**config.mk**
```make
export PLATFORM = sky130hd
export DESIGN_NAME = rename_allocator
export DESIGN_NICKNAME = d
export VERILOG_FILES = /design/src/rtl/rename_allocator.sv
export SDC_FILE = /design/constraint.sdc
export NUM_CORES = 1
export LEC_CHECK = 0
export CORE_MARGIN = 2
export CORE_UTILIZATION = 55
export DETAILED_ROUTE_END_ITERATION = 10
export PLACE_DENSITY = 0.81
export SYNTH_ARGS = -nofsm -noshare
export SYNTH_HDL_FRONTEND = slang
export SYNTH_SLANG_ARGS = --single-unit
export TNS_END_PERCENT = 50
```
**constraint.sdc**
```tcl
create_clock -name i_clock -period 8.7 [get_ports i_clock]
set_input_delay 2.61 -clock i_clock [delete_from_list [all_inputs] [get_ports i_clock]]
set_output_delay 2.61 -clock i_clock [all_outputs]
set_load 0.02 [all_outputs]
```
**src/rtl/rename_allocator.sv**
```systemverilog
// rename_allocator
//   In-order rename tag allocator for a two-wide decode/commit pipeline.
//   Tags 1..TAGS are handed out from a circular pointer (alloc_ptr) and must
//   be returned in the same order (free_ptr). Tag 0 is reserved for
//   "no rename". A protocol violation on the free side sets a sticky panic
//   flag that blocks all further grants until reset.
//
// Ports
//   i_clock        clock, rising edge
//   i_reset_n      synchronous active-low reset
//   i_alloc_req    [1:0] per-slot allocation request
//   o_alloc_tag_0  tag offered to slot 0
//   o_alloc_tag_1  tag offered to slot 1
//   o_alloc_grant  all requested slots receive their offered tags
//   o_stall        request pending but not granted
//   i_free_valid   [1:0] per-commit-port free strobe
//   i_free_tag_0   tag returned on commit port 0
//   i_free_tag_1   tag returned on commit port 1
//   i_flush        reclaim every outstanding tag
//   i_halt         block allocation (frees/flush still act)
//   o_free_count   registered number of free tags
//   o_panic        sticky protocol-error flag
module rename_allocator #(
   parameter int unsigned TAGS = 63
) (
   input  logic       i_clock,
   input  logic       i_reset_n,
   input  logic [1:0] i_alloc_req,
   output logic [5:0] o_alloc_tag_0,
   output logic [5:0] o_alloc_tag_1,
   output logic       o_alloc_grant,
   output logic       o_stall,
   input  logic [1:0] i_free_valid,
   input  logic [5:0] i_free_tag_0,
   input  logic [5:0] i_free_tag_1,
   input  logic       i_flush,
   input  logic       i_halt,
   output logic [6:0] o_free_count,
   output logic       o_panic
);

   localparam logic [5:0] LAST_PTR = 6'(TAGS - 1);
   localparam logic [6:0] TAGS_CNT = 7'(TAGS);

   logic [5:0] alloc_ptr_q, alloc_ptr_d;
   logic [5:0] free_ptr_q,  free_ptr_d;
   logic [6:0] free_count_q, free_count_d;
   logic       panic_q, panic_d;

   logic [1:0] need;
   logic [1:0] accepted;
   logic       free_err;
   logic [5:0] fp_w;
   logic [6:0] fc_w;
   logic [5:0] free_tag [2];

   function automatic logic [5:0] ptr_inc(input logic [5:0] p);
      return (p == LAST_PTR) ? '0 : p + 6'd1;
   endfunction

   // Offers and grant decision depend only on registered state and the
   // current request; frees of this cycle never feed the grant.
   always_comb begin
      need          = {1'b0, i_alloc_req[0]} + {1'b0, i_alloc_req[1]};
      o_alloc_tag_0 = alloc_ptr_q + 6'd1;
      o_alloc_tag_1 = (i_alloc_req == 2'b11) ? ptr_inc(alloc_ptr_q) + 6'd1
                                             : alloc_ptr_q + 6'd1;
      o_alloc_grant = !i_halt && !i_flush && !panic_q && (need != 2'd0) &&
                      (free_count_q >= {5'b0, need});
      o_stall       = (i_alloc_req != 2'b00) && !o_alloc_grant;
      o_free_count  = free_count_q;
      o_panic       = panic_q;
   end

   // Commit ports are applied in order: port 1 is checked against the free
   // pointer as already advanced by an accepted port-0 free. A rejected free
   // leaves pointer and count untouched and only raises the error.
   always_comb begin
      free_tag[0] = i_free_tag_0;
      free_tag[1] = i_free_tag_1;
      fp_w        = free_ptr_q;
      fc_w        = free_count_q;
      accepted    = '0;
      free_err    = 1'b0;
      for (int unsigned k = 0; k < 2; k++) begin
         if (i_free_valid[k]) begin
            if ((fc_w == TAGS_CNT) || (free_tag[k] != fp_w + 6'd1)) begin
               free_err = 1'b1;
            end else begin
               fp_w     = ptr_inc(fp_w);
               fc_w     = fc_w + 7'd1;
               accepted = accepted + 2'd1;
            end
         end
      end
   end

   always_comb begin
      alloc_ptr_d  = alloc_ptr_q;
      free_ptr_d   = fp_w;
      free_count_d = free_count_q + {5'b0, accepted};
      panic_d      = panic_q | free_err;
      if (i_flush) begin
         alloc_ptr_d  = fp_w;
         free_count_d = TAGS_CNT;
      end else if (o_alloc_grant) begin
         alloc_ptr_d  = (need == 2'd2) ? ptr_inc(ptr_inc(alloc_ptr_q))
                                       : ptr_inc(alloc_ptr_q);
         free_count_d = free_count_q - {5'b0, need} + {5'b0, accepted};
      end
   end

   always_ff @(posedge i_clock) begin
      if (!i_reset_n) begin
         alloc_ptr_q  <= '0;
         free_ptr_q   <= '0;
         free_count_q <= TAGS_CNT;
         panic_q      <= 1'b0;
      end else begin
         alloc_ptr_q  <= alloc_ptr_d;
         free_ptr_q   <= free_ptr_d;
         free_count_q <= free_count_d;
         panic_q      <= panic_d;
      end
   end

endmodule

```
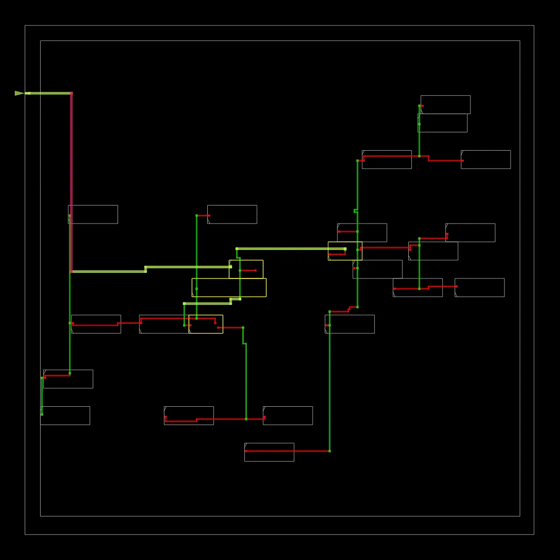
(the clock network)
Clock Skews: 3.049 ps
P_clk: 97.0 uW
clock buffer count: 3
worst-skew pair later-pin latency: 270 ps

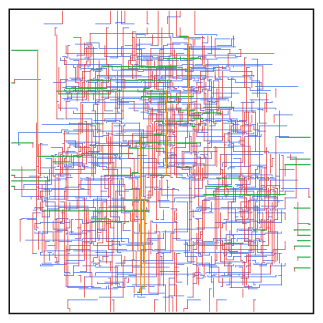
(routed metal, one colour a layer)
(4 px per um)
| colour | layer | wire length |
|---|---|---|
| red | metal 2 | 3320 um |
| blue | metal 1 | 3310 um |
| green | metal 3 | 434 um |
| orange | metal 4 | 147 um |

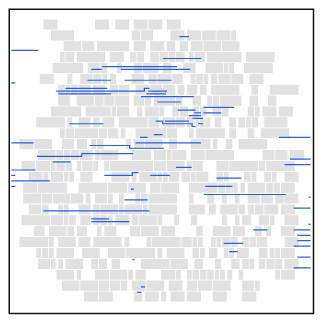
(met3 routing)
(4 px per um)
longest straight run: 26.2 um
wire length on this layer: 434 um
nets with wire on the layer: 53

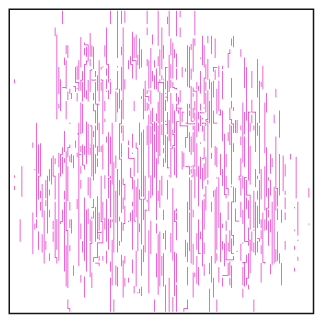
(met2 routing)
(4 px per um)
longest straight run: 35.7 um
share of all routed wire: 46%
wire length on this layer: 3320 um
main direction: vertical

## cells by family (layout without fill, tap and decap cells)
| logic type | after synthesis | in the layout | synth area share, % |
|---|---|---|---|
| simple gates | 127 | 127 | 24.03 |
| compound gates | 94 | 94 | 22.83 |
| buf+inv | 50 | 85 | 7.788 |
| fa+ha+maj | 36 | 36 | 16.73 |
| xor+xnor | 32 | 32 | 11.46 |
| flops | 20 | 20 | 14.16 |
| mux | 8 | 8 | 3.009 |
## cells in the mapped netlist, drive strengths merged, types with 4 or more instances
cell type,count,area share (%)
mux2i,7,2.5
o21ai,24,4.2
clkbuf,6,0.80
a211oi,4,1.2
a31oi,8,2.3
nor3,10,2.1
o31ai,4,1.5
xnor2,19,5.9
nor2,23,3.1
and3,6,1.5
dfxtp,20,14
nand4,7,2.1
buf,10,2.5
inv,32,4.2
and2,5,1.1
nand2,38,5.0
nand3,16,3.3
xor2,11,3.9
a21oi,23,4.1
ha,33,15
nor2b,4,0.88
## final cells by class
| class | count | area (um^2) | area share, % |
|---|---|---|---|
| multi-input cells | 297 | 2228 | 66.11 |
| repair buffers | 47 | 455.4 | 13.51 |
| flip-flops and latches | 20 | 400.4 | 11.88 |
| inverters | 34 | 127.6 | 3.786 |
| well taps | 70 | 87.58 | 2.598 |
| clock buffers | 3 | 41.29 | 1.225 |
| clock inverters | 1 | 30.03 | 0.8909 |
## worst paths after layout
check                     to  slack, ps
min reg2reg          o_panic        580
max          o_free_count[6]        350
min                  o_panic        580
max reg2reg  o_free_count[6]       1920
## cells in the final DEF (no fill, tap or decap), types with 3 or more instances in the layout
cell,n
a21oi_1,23
nor3_1,8
mux2i_1,7
a31oi_1,6
o22ai_1,3
clkbuf_8,3
nor4_1,3
ha_1,32
and2_1,5
xnor2_1,18
a211oi_1,3
fa_1,3
o211ai_1,3
o21ai_0,24
and3_1,5
inv_1,32
nor2_1,23
nand2_1,38
nand3_1,15
nor2b_1,4
clkdlybuf4s50_1,41
xor2_1,9
or3_1,3
buf_4,6
dfxtp_1,20
nand4_1,6
## registers in the layout (all words and copies together), names as in the netlist
| register | count |
|---|---|
| o_free_count | 7 |
| alloc_ptr_q | 6 |
| o_panic | 1 |
| free_ptr_q | 6 |
## through the flow
step / setup WS, ps / util (%) / std cells
5_1_grt: -57.50 / 66.85 / 472
3_3_place_gp: 191.2 / 64.86 / 467
4_1_cts: 173.1 / 66.28 / 471
3_5_place_dp: 21.80 / 64.86 / 467
2_1_floorplan: 882.0 / - / 367
6_report: 345.4 / 66.85 / 472
## worst max-delay path, delay by kind of cell
kind,cells,cell delay (ps)
AOI/OAI and AO/OA,10,1880
adders and majority gates,5,1290
and+or+nand+nor,8,1030
buffers and inverters,5,910
xor gates and xnor gates,4,770
## power groups by stage
stage          logic, mW  registers, mW  clock network (mW)
3_5_place_dp      0.0735         0.0979                   0
5_1_grt           0.0822         0.0961               0.101
2_1_floorplan     0.0462         0.0977                   0
3_3_place_gp      0.0717         0.0979                   0
6_report          0.0747         0.0958              0.0970
4_1_cts           0.0741         0.0958              0.0984
## layer usage
metal	up-vias	global-route usage, %
met3	12	3.042
li1	1387	-
met2	111	40.97
met1	1321	36.85
met5	-	0
met4	0	7.407
==> results.ini <==
[outcome]
status=completed

[place]
place_hpwl_mm=5.608
routabilityCongestion=0.9146
portBuffers=41
dpl-instance-area_mm2=0.003271

[clocking]
clkTransAtPathRegs_ps=80
cts_made_buffers=3
root_buffer=clkbuf_8
cts_tree=yes
hold_buffers=0
cts_resized=0
htreeDepth=1
cts.sink_count=20
cts_setup_buffers=0
clk_path_buf_depth=2

[worst_setup_path]
reg2reg_from=free_ptr_q[0]
cp-start-kind=primary input
critPathCaptureType=flop
slowest_stage=clkdlybuf4s50_1
cp_max_fo=11
r2r.worst_path.cells=32
cp-startpoint=i_free_tag_0[5]
cpPeakStageDelay_ps=500
crit_type=primary input to flop
worstPathRequired_ps=8850
worstPathArrival_ps=8510

[routing]
drt-met1-wl_mm=3.314
drt_iter0_markers=198
wl_met2_mm=3.319
avgRoutedWirePerCell_um=15.28
ant_nets=0
wl_mm=7.214
dr_wl_met3_um=434
num_vias=2831
viasPerCell=5.998
routed.top_layer=met4
drc=0
drt_pass1_iterations=4

[synthesis]
syn_avg_cell_area_um2=7.705
edf_count=0
synthesis.area_mm2=0.002828
ys_warn_count=0
seq_area_frac_synth_pct=14.16
synth_top_flop_cell=dfxtp_1
ys.flops=20
fp_nets=423
syn_inst=367
synthArstFlopShare_pct=0
synth-cells-yosys=367
ys_area_mm2=0.002828
synth_cell_types=67

[timing]
slew_viol_final=0
fin_hold_ws_ps=584.8
period_used_pct=96.03
hold_violations=0
setup_violations=0
timing.setup.tns_ps=0
period_minus_slack_ps=8355
slew_headroom_pct=59.57
worst_slew_pin_slew_ps=605.6
fmax_ghz=0.1197

[run]
maxCapViolCount=0
tool_warnings=40

[cells_and_area]
drive_above_1_share_pct=7.214
area_growth_pct=19.20
n_fill_cell=435
num_antenna_cells=0
final_cell_area_mm2=0.003371
layout.nets=459

[floorplanning]
die_y_um=75.70
coreArea_mm2=0.005042
io_pins=42
rows=26
fp_util_pct=56.08
die_area_mm2=0.005730
die_x_um=75.70

[min_path]
hold_depth=2
worstHoldStart=o_panic
hp-class=flop to flop

[power_and_ir_drop]
internal_power_uw=189.4
seqPwrFrac_pct=35.8
finalPower_uw=267.5
switchingPower_uw=78.12
power.leakage_nw=1.449
power.density_mw_per_mm2=79.36
comb_power_share_pct=27.9
clockPowerShare_pct=36.3
switching_share_pct=29.20
ir_worst_vdd_mv=0.07430

[global_route]
grt.overflow.total=0
grt_pass1_wl_mm=11.52
grt_max_degree=15
antenna_found_initial=0
track_usage_pct=25.79
grt_pass1_vias=2434

Power and IR drop assume default switching activity.
